Fig. 1: clock network drawn from the DEF
Bar = 20 um.
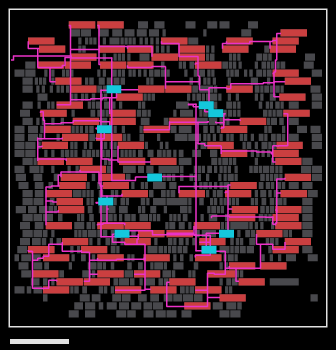
Fig. 2: cell classes on the final placement
Fill, decap, tap and diode cells in gray.
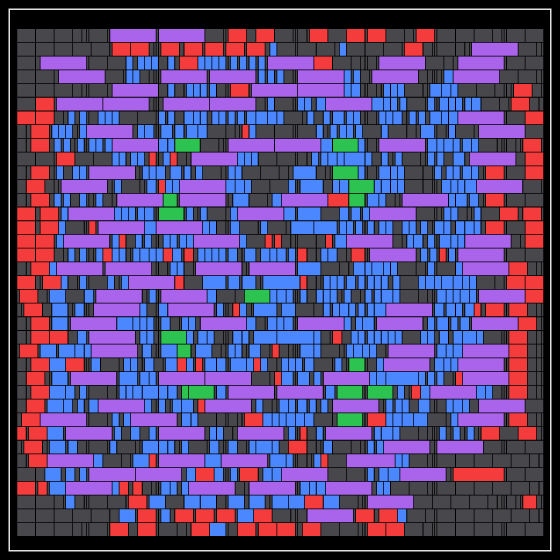
Fig. 3: clock nets
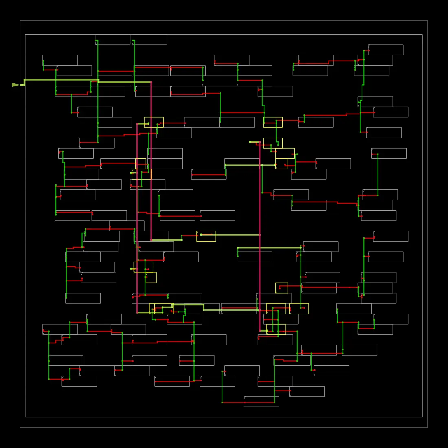
Fig. 4: signal wires by layer
Bar = 20 um. Two of the layers only.
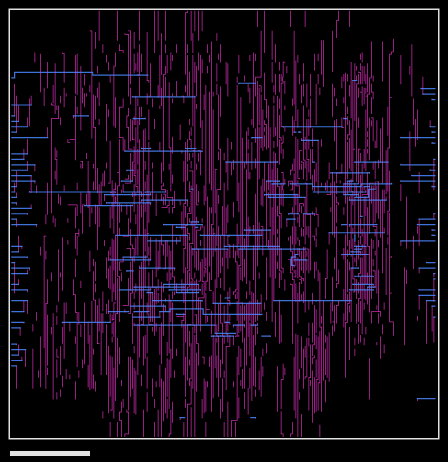
<file path="src/rtl/addsub_seq_if.sv">
// Handshake bundle for addsub_seq: operand channel (in_*) and result channel (out_*).
// The master drives operands and out_ready; the slave (the adder) returns results and flags.
interface addsub_seq_if #(
  parameter int WIDTH = 32
);
  logic             in_valid;
  logic             in_ready;
  logic [WIDTH-1:0] a;
  logic [WIDTH-1:0] b;
  logic             mode;
  logic             cin;
  logic             out_valid;
  logic             out_ready;
  logic [WIDTH-1:0] result;
  logic             cout;
  logic             ovf;
  logic             zero;

  modport master (
    output in_valid, a, b, mode, cin, out_ready,
    input  in_ready, out_valid, result, cout, ovf, zero
  );

  modport slave (
    input  in_valid, a, b, mode, cin, out_ready,
    output in_ready, out_valid, result, cout, ovf, zero
  );
endinterface

</file>
<file path="src/rtl/addsub_seq.sv">
// Slice-serial adder/subtractor: SLICE bits per cycle, result after WIDTH/SLICE cycles.
// IDLE accepts an operation, RUN ripples the carry slice by slice, DONE holds until out_ready.
module addsub_seq #(
  parameter int WIDTH = 32,
  parameter int SLICE = 4
) (
  input  logic         clk,
  input  logic         rst_n,
  addsub_seq_if.slave  bus
);
  localparam int NSLICE = WIDTH / SLICE;
  localparam int CNT_W  = (NSLICE > 1) ? $clog2(NSLICE) : 1;

  typedef enum logic [1:0] {
    S_IDLE,
    S_RUN,
    S_DONE
  } state_t;

  state_t           r_state;
  logic [WIDTH-1:0] r_a;
  logic [WIDTH-1:0] r_b;
  logic             r_carry;
  logic [CNT_W-1:0] r_cnt;
  logic [WIDTH-1:0] r_result;
  logic             r_cout;
  logic             r_ovf;
  logic             r_zero;
  logic             r_out_valid;
  logic             r_in_ready;

  logic [SLICE-1:0] w_a_sl [NSLICE];
  logic [SLICE-1:0] w_b_sl [NSLICE];
  logic [SLICE:0]   w_sum;
  logic [WIDTH-1:0] w_res_next;
  logic             w_last;

  // Split operands into slices; the current slice's sum is merged into the result image.
  generate
    for (genvar gi = 0; gi < NSLICE; gi++) begin : g_slice
      assign w_a_sl[gi] = r_a[gi*SLICE +: SLICE];
      assign w_b_sl[gi] = r_b[gi*SLICE +: SLICE];
      assign w_res_next[gi*SLICE +: SLICE] = (r_cnt == CNT_W'(gi)) ? w_sum[SLICE-1:0]
                                                                   : r_result[gi*SLICE +: SLICE];
    end
  endgenerate

  assign w_sum  = {1'b0, w_a_sl[r_cnt]} + {1'b0, w_b_sl[r_cnt]} + {{SLICE{1'b0}}, r_carry};
  assign w_last = (r_cnt == CNT_W'(NSLICE - 1));

  always_ff @(posedge clk or negedge rst_n) begin
    if (!rst_n) begin
      r_state     <= S_IDLE;
      r_a         <= '0;
      r_b         <= '0;
      r_carry     <= 1'b0;
      r_cnt       <= '0;
      r_result    <= '0;
      r_cout      <= 1'b0;
      r_ovf       <= 1'b0;
      r_zero      <= 1'b0;
      r_out_valid <= 1'b0;
      r_in_ready  <= 1'b1;
    end else begin
      case (r_state)
        S_IDLE: begin
          if (bus.in_valid) begin
            // Subtraction is a + ~b + 1, so invert b once here and seed the carry with 1.
            r_a        <= bus.a;
            r_b        <= bus.mode ? ~bus.b : bus.b;
            r_carry    <= bus.mode ? 1'b1 : bus.cin;
            r_cnt      <= '0;
            r_in_ready <= 1'b0;
            r_state    <= S_RUN;
          end
        end
        S_RUN: begin
          r_result <= w_res_next;
          r_carry  <= w_sum[SLICE];
          r_cnt    <= r_cnt + CNT_W'(1);
          if (w_last) begin
            r_cout      <= w_sum[SLICE];
            r_ovf       <= (r_a[WIDTH-1] == r_b[WIDTH-1]) && (w_res_next[WIDTH-1] != r_a[WIDTH-1]);
            r_zero      <= (w_res_next == '0);
            r_out_valid <= 1'b1;
            r_state     <= S_DONE;
          end
        end
        S_DONE: begin
          if (bus.out_ready) begin
            r_out_valid <= 1'b0;
            r_in_ready  <= 1'b1;
            r_state     <= S_IDLE;
          end
        end
        default: begin
          r_out_valid <= 1'b0;
          r_in_ready  <= 1'b1;
          r_state     <= S_IDLE;
        end
      endcase
    end
  end

  assign bus.in_ready  = r_in_ready;
  assign bus.out_valid = r_out_valid;
  assign bus.result    = r_result;
  assign bus.cout      = r_cout;
  assign bus.ovf       = r_ovf;
  assign bus.zero      = r_zero;
endmodule

</file>
<file path="src/flat_wrapper.sv">
// flat-port wrapper written by rule: the top's interface ports become plain ports
module addsub_seq_flat 
#(
  parameter int WIDTH = 32,
  parameter int SLICE = 4
)
  (clk, rst_n, bus_in_valid, bus_a, bus_b, bus_mode, bus_cin, bus_out_ready, bus_in_ready, bus_out_valid, bus_result, bus_cout, bus_ovf, bus_zero);
  addsub_seq_if #(.WIDTH(WIDTH)) bus_i ();
  input  logic clk;
  input  logic rst_n;
  input wire logic [$bits(bus_i.in_valid)-1:0] bus_in_valid;
  input wire logic [$bits(bus_i.a)-1:0] bus_a;
  input wire logic [$bits(bus_i.b)-1:0] bus_b;
  input wire logic [$bits(bus_i.mode)-1:0] bus_mode;
  input wire logic [$bits(bus_i.cin)-1:0] bus_cin;
  input wire logic [$bits(bus_i.out_ready)-1:0] bus_out_ready;
  output wire logic [$bits(bus_i.in_ready)-1:0] bus_in_ready;
  output wire logic [$bits(bus_i.out_valid)-1:0] bus_out_valid;
  output wire logic [$bits(bus_i.result)-1:0] bus_result;
  output wire logic [$bits(bus_i.cout)-1:0] bus_cout;
  output wire logic [$bits(bus_i.ovf)-1:0] bus_ovf;
  output wire logic [$bits(bus_i.zero)-1:0] bus_zero;
  assign bus_i.in_valid = bus_in_valid;
  assign bus_i.a = bus_a;
  assign bus_i.b = bus_b;
  assign bus_i.mode = bus_mode;
  assign bus_i.cin = bus_cin;
  assign bus_i.out_ready = bus_out_ready;
  assign bus_in_ready = bus_i.in_ready;
  assign bus_out_valid = bus_i.out_valid;
  assign bus_result = bus_i.result;
  assign bus_cout = bus_i.cout;
  assign bus_ovf = bus_i.ovf;
  assign bus_zero = bus_i.zero;
  addsub_seq #(.WIDTH(WIDTH), .SLICE(SLICE)) u_core (.clk(clk), .rst_n(rst_n), .bus(bus_i));
endmodule
</file>
<file path="config.mk">
export PLATFORM = sky130hd
export DESIGN_NAME = addsub_seq_flat
export DESIGN_NICKNAME = d
export VERILOG_FILES = /design/src/rtl/addsub_seq_if.sv /design/src/rtl/addsub_seq.sv /design/src/flat_wrapper.sv
export SDC_FILE = /design/constraint.sdc
export NUM_CORES = 1
export LEC_CHECK = 0
export ABC_AREA = 1
export CORE_UTILIZATION = 50
export CTS_CLUSTER_DIAMETER = 40
export DETAILED_ROUTE_END_ITERATION = 12
export GPL_ROUTABILITY_DRIVEN = 0
export GPL_TIMING_DRIVEN = 0
export PLACE_DENSITY = 0.77
export SYNTH_ARGS = -nofsm -noshare
export SYNTH_HDL_FRONTEND = slang
export SYNTH_SLANG_ARGS = --single-unit
export TNS_END_PERCENT = 30
</file>
<file path="constraint.sdc">
create_clock -name clk -period 6.2 [get_ports clk]
set_input_delay 1.55 -clock clk [delete_from_list [all_inputs] [get_ports clk]]
set_output_delay 1.55 -clock clk [all_outputs]
set_load 0.005 [all_outputs]
</file>
==> results.py <==
# Generated from Yosys and OpenROAD reports
metrics = {
    "outcome": {
        "status": "finished, final reports clean",
    },
    "final_layout": {
        "largest_cell_class": "sequential cells",
        "nonClkBufAreaFrac_pct": 17.8,
    },
    "die": {
        "n_tap_cell": 136,
        "die_h_um": 107,
    },
    "route": {
        "final_antenna_net_count": 0,
        "routed.top_layer": "met4",
        "wl_met1_mm": 6.05,
    },
    "hold_path": {
        "hold_path_depth": 2,
        "min-delay-start": "u_core.r_a[24]$_DFFE_PN0P_",
        "min_to": "u_core.r_a[24]$_DFFE_PN0P_",
    },
    "clock_network": {
        "postCtsSetupRepairBufs": 0,
        "cts_root_buf": "clkbuf_8",
        "ctsHoldBuffers": 0,
    },
    "placement": {
        "place_inst": 945,
        "hpwlAfterDp_mm": 10.8,
    },
    "logic_synthesis": {
        "ys_ff": 107,
        "async_flop_share_pct": 100,
        "ff_type": "dfrtp_1",
        "ys_sh_simple_pct": 25.6,
    },
    "grt": {
        "first_global_vias": 5022,
        "met3_usage_pct": 3.10,
    },
    "power": {
        "internal_power_uw": 2050,
        "power_density_nw_per_um2": 565,
        "p_sw_uw": 1880,
        "pwr-share-seq_pct": 32.0,
    },
    "final_timing": {
        "worst_pin_slew_ns": 0.587,
        "whs_ns": 0.482,
    },
    "worst_setup_path": {
        "worstSetupPathDepth": 18,
        "rrSetupSlack_ns": 2.12,
    },
}
## Picture notes: Fig. 1
Key: magenta = clock wires [length 1240 um]; cyan = clock-net drivers [count 9]; red = flip-flops [count 107]
Position of the flops: spread over the die. There are 10 routed clock nets.
Late-Pin Clk Latency: 0.38 ns
worst-case clock skew: 0.0117 ns
clk pwr: 419 uW

## Picture notes: Fig. 2
Key: purple = sequential cells [cells 107]; red = remaining buffers and delay cells [cells 142]; blue = remaining logic cells [cells 560]; green = clock drivers and dummy loads [cells 16]
post-route cell area: 6950 um^2
sequential portion of the cell area: 38.5%
Finished Core Util: 66.2%
core area: 10500 um^2
row count: 37

## Picture notes: Fig. 3
CTS sink cnt: 107
Clock Buffer Count: 12

## Picture notes: Fig. 4
Key: blue = M3 [wire length 903 um]; magenta = M2 [wire length 7030 um]
Post-Route WL: 14.3 mm
routed wire length per instance: 14.9 um
GR Util All Layers: 26.4%
Via Count: 5257

Power is estimated from default activity; no workload was simulated.
